**Run 1: cells colored by class**

Bar = 20 um.
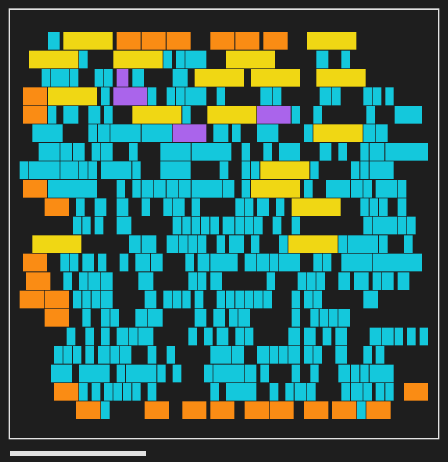
**Run 1: gate families picked out**

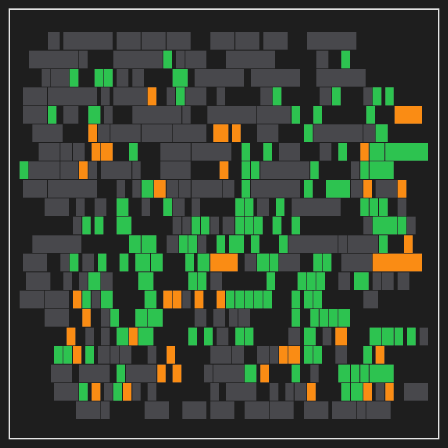
**Run 1: where the registers sit**

Bar = 20 um. Other sequential cells in the stronger gray, the rest of the logic in the fainter gray.
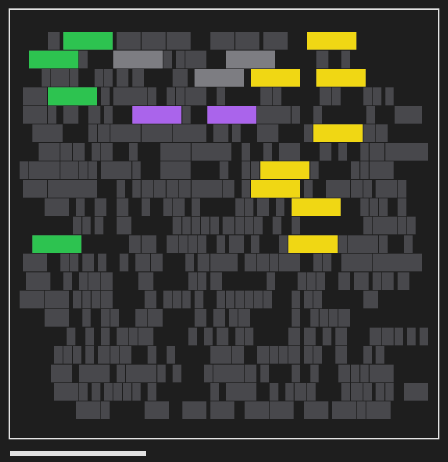
===== src/rtl/pulse_to_level_gen.sv =====
// pulse_to_level_gen
// Converts single-cycle request strobes into level pulses of programmable
// width, separated by a programmable low gap. Strobes that arrive while a
// pulse or gap is running are held as a count and replayed in order.
//
//  state | meaning
//  ------+------------------------------------------------------------
//  IDLE  | no pulse running, queue empty, waiting for pulse_in
//  HIGH  | data_out high; timer counts down the latched width
//  GAP   | data_out low; timer counts down the latched gap, then
//        | either starts the next queued pulse or returns to IDLE
module pulse_to_level_gen #(
   parameter int W_BITS   = 8,
   parameter int G_BITS   = 8,
   parameter int MAX_PEND = 15,
   parameter int P_BITS   = 4
) (
   input  logic              clk,
   input  logic              rst,
   input  logic              pulse_in,
   input  logic [W_BITS-1:0] width_cfg,
   input  logic [G_BITS-1:0] gap_cfg,
   input  logic              clr_ovf,
   output logic              data_out,
   output logic              busy,
   output logic [P_BITS-1:0] pend_cnt,
   output logic              overflow
);

   typedef enum logic [1:0] {
      ST_IDLE = 2'd0,
      ST_HIGH = 2'd1,
      ST_GAP  = 2'd2
   } state_t;

   // The phase timer is shared by HIGH and GAP, so it must hold either.
   localparam int C_BITS = (W_BITS > G_BITS) ? W_BITS : G_BITS;
   localparam logic [P_BITS-1:0] PEND_FULL = P_BITS'(MAX_PEND);

   state_t            state_q;
   state_t            state_d;
   logic [C_BITS-1:0] tmr_q;
   logic [C_BITS-1:0] tmr_d;
   logic [P_BITS-1:0] pend_d;
   logic              ovf_d;
   logic              data_d;
   logic              busy_d;

   logic              enq;
   logic              deq;
   logic              drop;
   logic              tmr_tc;

   logic [W_BITS-1:0] width_m1;
   logic [G_BITS-1:0] gap_m1;
   logic [C_BITS-1:0] eff_w_load;
   logic [C_BITS-1:0] eff_g_load;

   // Timer load values are length-1 so terminal count (zero) marks the
   // last cycle of a phase; a zero config is treated as a length of one.
   assign width_m1   = width_cfg - W_BITS'(1);
   assign gap_m1     = gap_cfg - G_BITS'(1);
   assign eff_w_load = (width_cfg == '0) ? '0 : C_BITS'(width_m1);
   assign eff_g_load = (gap_cfg == '0) ? '0 : C_BITS'(gap_m1);
   assign tmr_tc     = (tmr_q == '0);

   // Next-state, timer, queue and overflow decisions.
   always_comb begin
      state_d = state_q;
      tmr_d   = tmr_q;
      pend_d  = pend_cnt;
      ovf_d   = overflow;
      enq     = 1'b0;
      deq     = 1'b0;
      drop    = 1'b0;

      case (state_q)
         ST_IDLE: begin
            // The starting strobe is consumed directly, never queued.
            if (pulse_in) begin
               state_d = ST_HIGH;
               tmr_d   = eff_w_load;
            end
         end

         ST_HIGH: begin
            enq = pulse_in;
            if (tmr_tc) begin
               state_d = ST_GAP;
               tmr_d   = eff_g_load;
            end else begin
               tmr_d = tmr_q - C_BITS'(1);
            end
         end

         ST_GAP: begin
            if (tmr_tc) begin
               if (pend_cnt != '0) begin
                  // Replay the oldest queued request; a strobe arriving now
                  // takes the freed slot, so it can never overflow.
                  deq     = 1'b1;
                  enq     = pulse_in;
                  state_d = ST_HIGH;
                  tmr_d   = eff_w_load;
               end else if (pulse_in) begin
                  state_d = ST_HIGH;
                  tmr_d   = eff_w_load;
               end else begin
                  state_d = ST_IDLE;
                  tmr_d   = '0;
               end
            end else begin
               enq   = pulse_in;
               tmr_d = tmr_q - C_BITS'(1);
            end
         end

         default: begin
            state_d = ST_IDLE;
            tmr_d   = '0;
         end
      endcase

      if (deq && !enq) begin
         pend_d = pend_cnt - P_BITS'(1);
      end else if (enq && !deq) begin
         if (pend_cnt < PEND_FULL) begin
            pend_d = pend_cnt + P_BITS'(1);
         end else begin
            drop = 1'b1;
         end
      end

      // A drop in the same cycle as a clear keeps the flag set.
      if (drop) begin
         ovf_d = 1'b1;
      end else if (clr_ovf) begin
         ovf_d = 1'b0;
      end

      data_d = (state_d == ST_HIGH);
      busy_d = (state_d != ST_IDLE);
   end

   // State, timer, queue count and registered outputs.
   always_ff @(posedge clk) begin
      if (rst) begin
         state_q  <= ST_IDLE;
         tmr_q    <= '0;
         pend_cnt <= '0;
         overflow <= 1'b0;
         data_out <= 1'b0;
         busy     <= 1'b0;
      end else begin
         state_q  <= state_d;
         tmr_q    <= tmr_d;
         pend_cnt <= pend_d;
         overflow <= ovf_d;
         data_out <= data_d;
         busy     <= busy_d;
      end
   end

endmodule


===== config.mk =====
export PLATFORM = sky130hd
export DESIGN_NAME = pulse_to_level_gen
export DESIGN_NICKNAME = d
export VERILOG_FILES = /design/src/rtl/pulse_to_level_gen.sv
export SDC_FILE = /design/constraint.sdc
export NUM_CORES = 1
export LEC_CHECK = 0
export ABC_AREA = 1
export CORE_UTILIZATION = 49
export CTS_BUF_LIST = sky130_fd_sc_hd__clkbuf_8
export DETAILED_ROUTE_END_ITERATION = 7
export GPL_ROUTABILITY_DRIVEN = 0
export PLACE_DENSITY = 0.73
export SLEW_MARGIN = 20
export SYNTH_ARGS = -nofsm -noshare
export SYNTH_HDL_FRONTEND = slang
export SYNTH_SLANG_ARGS = --single-unit

===== constraint.sdc =====
create_clock -name clk -period 3.4 [get_ports clk]
set_input_delay 0.34 -clock clk [delete_from_list [all_inputs] [get_ports clk]]
set_output_delay 0.34 -clock clk [all_outputs]
set_load 0.02 [all_outputs]

==> flow_summary.yaml, run 1 <==
# generated from flow reports
run_status:
  result_of_the_run: "finished, final reports clean"
power_and_ir_drop:
  total_power_mw: 0.963
  static-leakage-power_nw: 1.07
  irDropWorstVdd_mv: 0.286
final_timing:
  final_max_slew_viol_count: 0
  period_needed_ns: 3.01
  setup_violations: 0
  maximum_achievable_frequency_ghz: 0.333
  timing.final.hold_violations: 0
cts:
  cts_hold_buffers: 0
  cts-root-buf: "clkbuf_8"
  numCtsBuffers: 3
  numClockSinks: 17
  clk_pin_slew_ns: 0.07
synthesis:
  synth.yosys.num_cells: 306
  synthTopLogicFamily: "simple AND/OR/NAND/NOR gates"
  mux_share: 0
  number_of_enable_flip_flop_cells: 0
  yosys_simple_share: 0.419
  synth-warning-count: 0
routing:
  avgRoutedWirePerCell_um: 10.7
  drt_pre_antenna_iters: 4
  drt_drc_violations_left: 0
  drt-vias-per-instance: 4.93
  wire_length_reported_by_the_detailed_router_mm: 4.07
global_route:
  initial_antenna_violation_count: 0
  grt_max_degree: 15
  global_route_wire_length_before_repair_mm: 7.54
die:
  die_height_um: 63.0
  num_rows: 21
  initial_utilization: 0.530
  chip_area_um2: 3970
place:
  io_buffer_count: 26
  dp.cells: 375
  detailed_place.area_um2: 2110
worst_setup_path:
  critPathArrivalTime_ns: 3.18
finish:
  antennaDiodeCount: 0
  final_layout_size_suffix_gt1_frac: 0.0871
hold_path:
  min-delay-path-class: "reg -> reg"
## Picture notes: 'cells colored by class'
- clock drivers and dummy loads: purple (cells 4; share of their area 2.2%)
- other buffers and delay cells: orange (cells 26; share of their area 12%)
- all other logic: cyan (cells 286; share of their area 69%)
- flops: yellow (cells 17; share of their area 16%)

## Picture notes: 'gate families picked out'
- NOR gates: orange (cells 38; most used nor2_1; where widely spread)
- NAND gates: green (cells 130; most used nand2_1)
number of cells in the finished layout apart from fillers: 379
most frequent logic cell in the layout: nand2_1
logic share of the area: 0.581

## Picture notes: 'where the registers sit'
- `pend_cnt`: green (placed flops 4; where top left)
- `tmr_q`: yellow (placed flops 8)
- `state_q`: purple (placed flops 2)
- not colored: 3
Storage cell area: 340 um^2
final core area utilization: 0.628
sequential cell power: 0.263 mW
proportion of cell area occupied by registers: 0.157

-- run 1: synth_stat cells (2+ instances only) --
cell and number:
nand4_1 6, inv_2 3, a21oi_2 5, nand2_2 4, a21oi_1 18, dfxtp_1 17, nor2_4 2, xor2_1 2
nand3_2 4, o21ai_0 15, ha_1 14, o21ai_1 4, nand2_1 95, nor3_1 4, nor2_1 30, inv_1 48
nand3_1 20
-- run 1: path summary, 6_finish.rpt --
| path | to | slack (ns) |
|---|---|---|
| max | pend_cnt[3]$_SDFFE_PP0P_ | 0.39 |
| min | overflow$_SDFFE_PP0P_ | 0.47 |
| max reg2reg | pend_cnt[3]$_SDFFE_PP0P_ | 0.39 |
| min reg2reg | overflow$_SDFFE_PP0P_ | 0.47 |
-- run 1: registers in the layout, indices dropped and copies added (netlist names) --
signal,count
busy,1
pend_cnt,4
tmr_q,8
data_out,1
overflow,1
state_q,2
-- run 1: worst max-delay path, stage by stage (launching register included) --
cell and delay, ns:
dfxtp_1 0.39, inv_1 0.08, ha_1 0.19, nand2_1 0.15, nor2_8 0.09, nor2_4 0.15
inv_2 0.05, nand2_1 0.07, inv_1 0.05, o21ai_0 0.07, nand3_1 0.12, ha_1 0.25
ha_1 0.33, nand2_1 0.09, nor2_1 0.04, a211oi_1 0.21, o21ai_0 0.11, a21oi_1 0.18
or2_2 0.14, nand2_1 0.05, a21oi_1 0.12
-- run 1: where the power goes --
group	internal, mW	switching, mW
Combinational	0.206	0.345
Clock	0.0812	0.0674
Sequential	0.233	0.0306
Total	0.520	0.443
-- run 1: cell type report --
cell class / instances / area [um^2]
Timing Repair Buffer: 26 / 260
Clock buffer: 3 / 41.3
Multi-Input combinational cell: 233 / 1250
Inverter: 53 / 201
Clock inverter: 1 / 5.00
Tap cell: 46 / 57.6
Sequential cell: 17 / 340
Fill cell: 336 / 1280
-- run 1: through the flow --
| step | setup slack, ns | util |
|---|---|---|
| floorplan | 0.693 | - |
| global placement | 0.571 | 0.614 |
| detailed placement | 0.406 | 0.614 |
| CTS | 0.396 | 0.628 |
| global route | 0.0446 | 0.628 |
| finish | 0.395 | 0.628 |
-- run 1: cells by family (layout without fill, tap and decap cells) --
kind of cell,count (synthesis),in the layout
AOI/OAI and AO/OA,46,46
xor gates and xnor gates,3,3
adders and majority gates,15,15
DFF,17,17
and+or+nand+nor,169,169
buffers and inverters,56,83
-- run 1: routing by layer --
metal,track usage,share of wire
met1,0.301,0.50
met2,0.401,0.45
met3,0.0383,0.042
met4,0.0407,0.0079
met5,0,0
==> run 2: changes to the inputs <==
--- a/config.mk
+++ b/config.mk
@@ -7,7 +7,7 @@
 export LEC_CHECK = 0
 export ABC_AREA = 1
 export CORE_UTILIZATION = 49
-export CTS_BUF_LIST = sky130_fd_sc_hd__clkbuf_8
+export CTS_BUF_LIST = sky130_fd_sc_hd__clkbuf_16
 export DETAILED_ROUTE_END_ITERATION = 7
 export GPL_ROUTABILITY_DRIVEN = 0
 export PLACE_DENSITY = 0.73
==> flow_summary.yaml, run 2 <==
# generated from flow reports
worst_setup_path:
  max_stage_delay_ns: 0.39
  worst-r2r-setup-slack_ns: 0.39
  critical-path-top-cell-by-count: "nand2_1"
  path_cells: "inv_1 -> ha_1 -> nand2_1 -> nor2_8 -> nor2_4 -> inv_2 -> nand2_1 -> inv_1 -> o21ai_0 -> nand3_1 -> ha_1 -> ha_1 -> nand2_1 -> nor2_1 -> a211oi_1 -> o21ai_0 -> a21oi_1 -> or2_2 -> nand2_1 -> a21oi_1"
  critPathArrivalTime_ns: 3.19
  worstRegToRegCells: 20
  timing.rr.end: "pend_cnt[3]$_SDFFE_PP0P_"
power_and_ir_drop:
  static-leakage-power_nw: 1.08
  irDropWorstVdd_mv: 0.271
place:
  io_buffer_count: 26
routing:
  drt_pre_antenna_iters: 4
  drt-vias-per-instance: 4.96
cts:
  tritoncts: "built"
  numCtsBuffers: 3
  numClockSinks: 17
  clk_pin_slew_ns: 0.05
  maximum_clock_insertion_buffer_count: 2
  cts_hold_buffers: 0
  cts-root-buf: "clkbuf_16"
finish:
  antennaDiodeCount: 0
  largest_registers: "tmr_q (8), pend_cnt (4), state_q (2)"
  fill_cells: 334
  final_layout_size_suffix_gt1_frac: 0.0871
  lay_top_count: "nand2_1"
  logic_area_um2: 1250
  max_reg_flops: 8
  storage_cell_area_um2: 340
  regMostFlops: "tmr_q"
die:
  chip_area_um2: 3970
  die_height_um: 63.0
  num_rows: 21
  initial_utilization: 0.530
synthesis:
  synth.yosys.num_cells: 306
  flip_flop_cell_with_the_highest_count_after_synthesis: "dfxtp_1"
  synthTopLogicFamily: "simple AND/OR/NAND/NOR gates"
  yosys.stat.seqShare: 0.186
  yosys_simple_share: 0.419
  synth-warning-count: 0
  synth.cells.most_frequent: "nand2_1, inv_1, nor2_1"
  top_cell_type_by_instance_count_after_synthesis: "nand2_1"
  post_synth_xor_area_fraction: 0.0144
  mux_share: 0
  number_of_enable_flip_flop_cells: 0
final_timing:
  worst_pin_slew_ns: 0.613
  setup_violations: 0
  maximum_achievable_frequency_ghz: 0.332
  timing.final.hold_violations: 0
  setup_total_negative_slack_ns: 0
  period_needed_ns: 3.01
  final_max_slew_viol_count: 0
global_route:
  grt_use_met1: 0.304
  initial_antenna_violation_count: 0
  grt_max_degree: 15
  busiest_layer: "met2"
  use_met2: 0.406
  grt_use_met3: 0.0383
  global_route_wire_length_before_repair_mm: 7.62
hold_path:
  whs_endpoint: "overflow$_SDFFE_PP0P_"
  min-delay-path-class: "reg -> reg"
run_status:
  result_of_the_run: "finished, final reports clean"
-- run 2: cell counts after synthesis --
Identical to the previous run, type by type.
-- run 2: cell families (layout without fill, tap and decap cells) --
logic type | count (synthesis) | in the layout
AND-OR/OR-AND | 46 | 46
flip-flops | 17 | 17
AND/OR/NAND/NOR | 169 | 169
adder cells (fa/ha/maj) | 15 | 15
buffers and inverters | 56 | 83
XOR/XNOR | 3 | 3
-- run 2: stage by stage --
stage          power [mW]  setup slack, ns  area (um^2)  utilization  std cells
2_1_floorplan       0.694            0.693         1830            -        306
3_3_place_gp        0.817            0.571         2110        0.614        375
3_5_place_dp        0.818            0.406         2110        0.614        375
4_1_cts              1.06            0.381         2190        0.638        379
5_1_grt              1.14           0.0228         2190        0.638        379
6_report             1.05            0.385         2190        0.638        379
-- run 2: worst max path at each step --
stage	from	endpoint	slack, ns	cells past startpoint
floorplan	tmr_q[0]$_SDFFE_PP0P_	pend_cnt[3]$_SDFFE_PP0P_	0.69	19
global placement	tmr_q[0]$_SDFFE_PP0P_	pend_cnt[3]$_SDFFE_PP0P_	0.57	19
detailed placement	tmr_q[0]$_SDFFE_PP0P_	pend_cnt[3]$_SDFFE_PP0P_	0.41	20
CTS	tmr_q[0]$_SDFFE_PP0P_	pend_cnt[3]$_SDFFE_PP0P_	0.38	20
global route	tmr_q[0]$_SDFFE_PP0P_	pend_cnt[3]$_SDFFE_PP0P_	0.02	20
finish	tmr_q[0]$_SDFFE_PP0P_	pend_cnt[3]$_SDFFE_PP0P_	0.39	20
-- run 2: metal layers --
metal | vias up | part of all wire
met4 | 0 | 0.0072
li1 | 1024 | -
met1 | 813 | 0.49
met2 | 37 | 0.45
met3 | 4 | 0.046
met5 | - | 0
-- run 2: worst max-delay path, delay by kind of cell (launching register included) --
family	cells	cell delay, ns
adders and majority gates	3	0.78
DFF	1	0.39
and+or+nand+nor	9	0.90
AOI/OAI and AO/OA	5	0.68
buffers and inverters	3	0.18
-- run 2: report_power, final --
part           switching, mW  total, mW  internal, mW
Combinational          0.348      0.554         0.206
Clock                 0.0771      0.234         0.157
Sequential            0.0305      0.263         0.233
-- run 2: cell type report --
| type | count | share of cell area |
|---|---|---|
| Sequential cell | 17 | 0.155 |
| Tap cell | 46 | 0.0262 |
| Clock buffer | 3 | 0.0342 |
| Timing Repair Buffer | 26 | 0.119 |
| Multi-Input combinational cell | 233 | 0.572 |
| Inverter | 53 | 0.0918 |
| Clock inverter | 1 | 0.00228 |
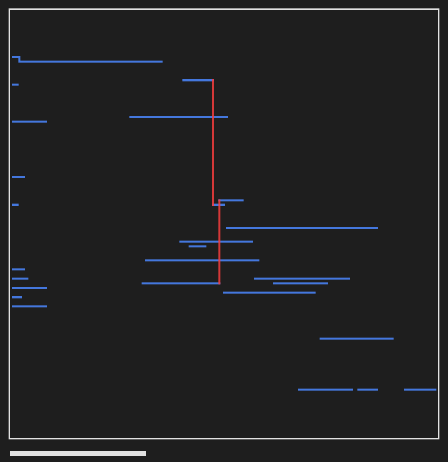
**Above:** run 2 (routed metal, one color a layer).
Bar = 20 um. Only two layers are drawn.
- met4: red (wire length 30.6 um)
- met3: blue (wire length 192 um)
routed wire length per instance: 11.0 um
global-route total usage across every layer: 0.234
wire length reported by the detailed router: 4.17 mm

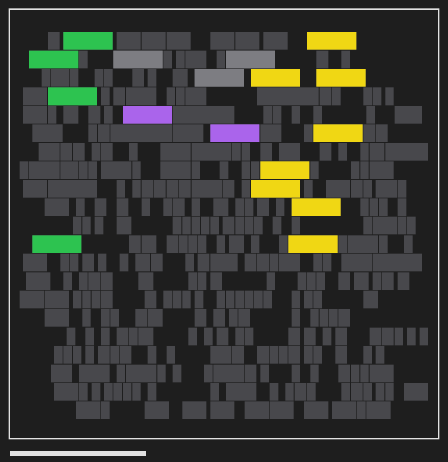
**Above:** run 2 (where the registers sit).
Bar = 20 um. Other sequential cells in the stronger gray, the rest of the logic in the fainter gray.
- `tmr_q`: yellow (placed flops 8)
- `state_q`: purple (placed flops 2)
- `pend_cnt`: green (placed flops 4; where top left)
- not colored: 3
proportion of cell area occupied by registers: 0.155
final core area utilization: 0.638

Power is estimated from default activity; no workload was simulated.
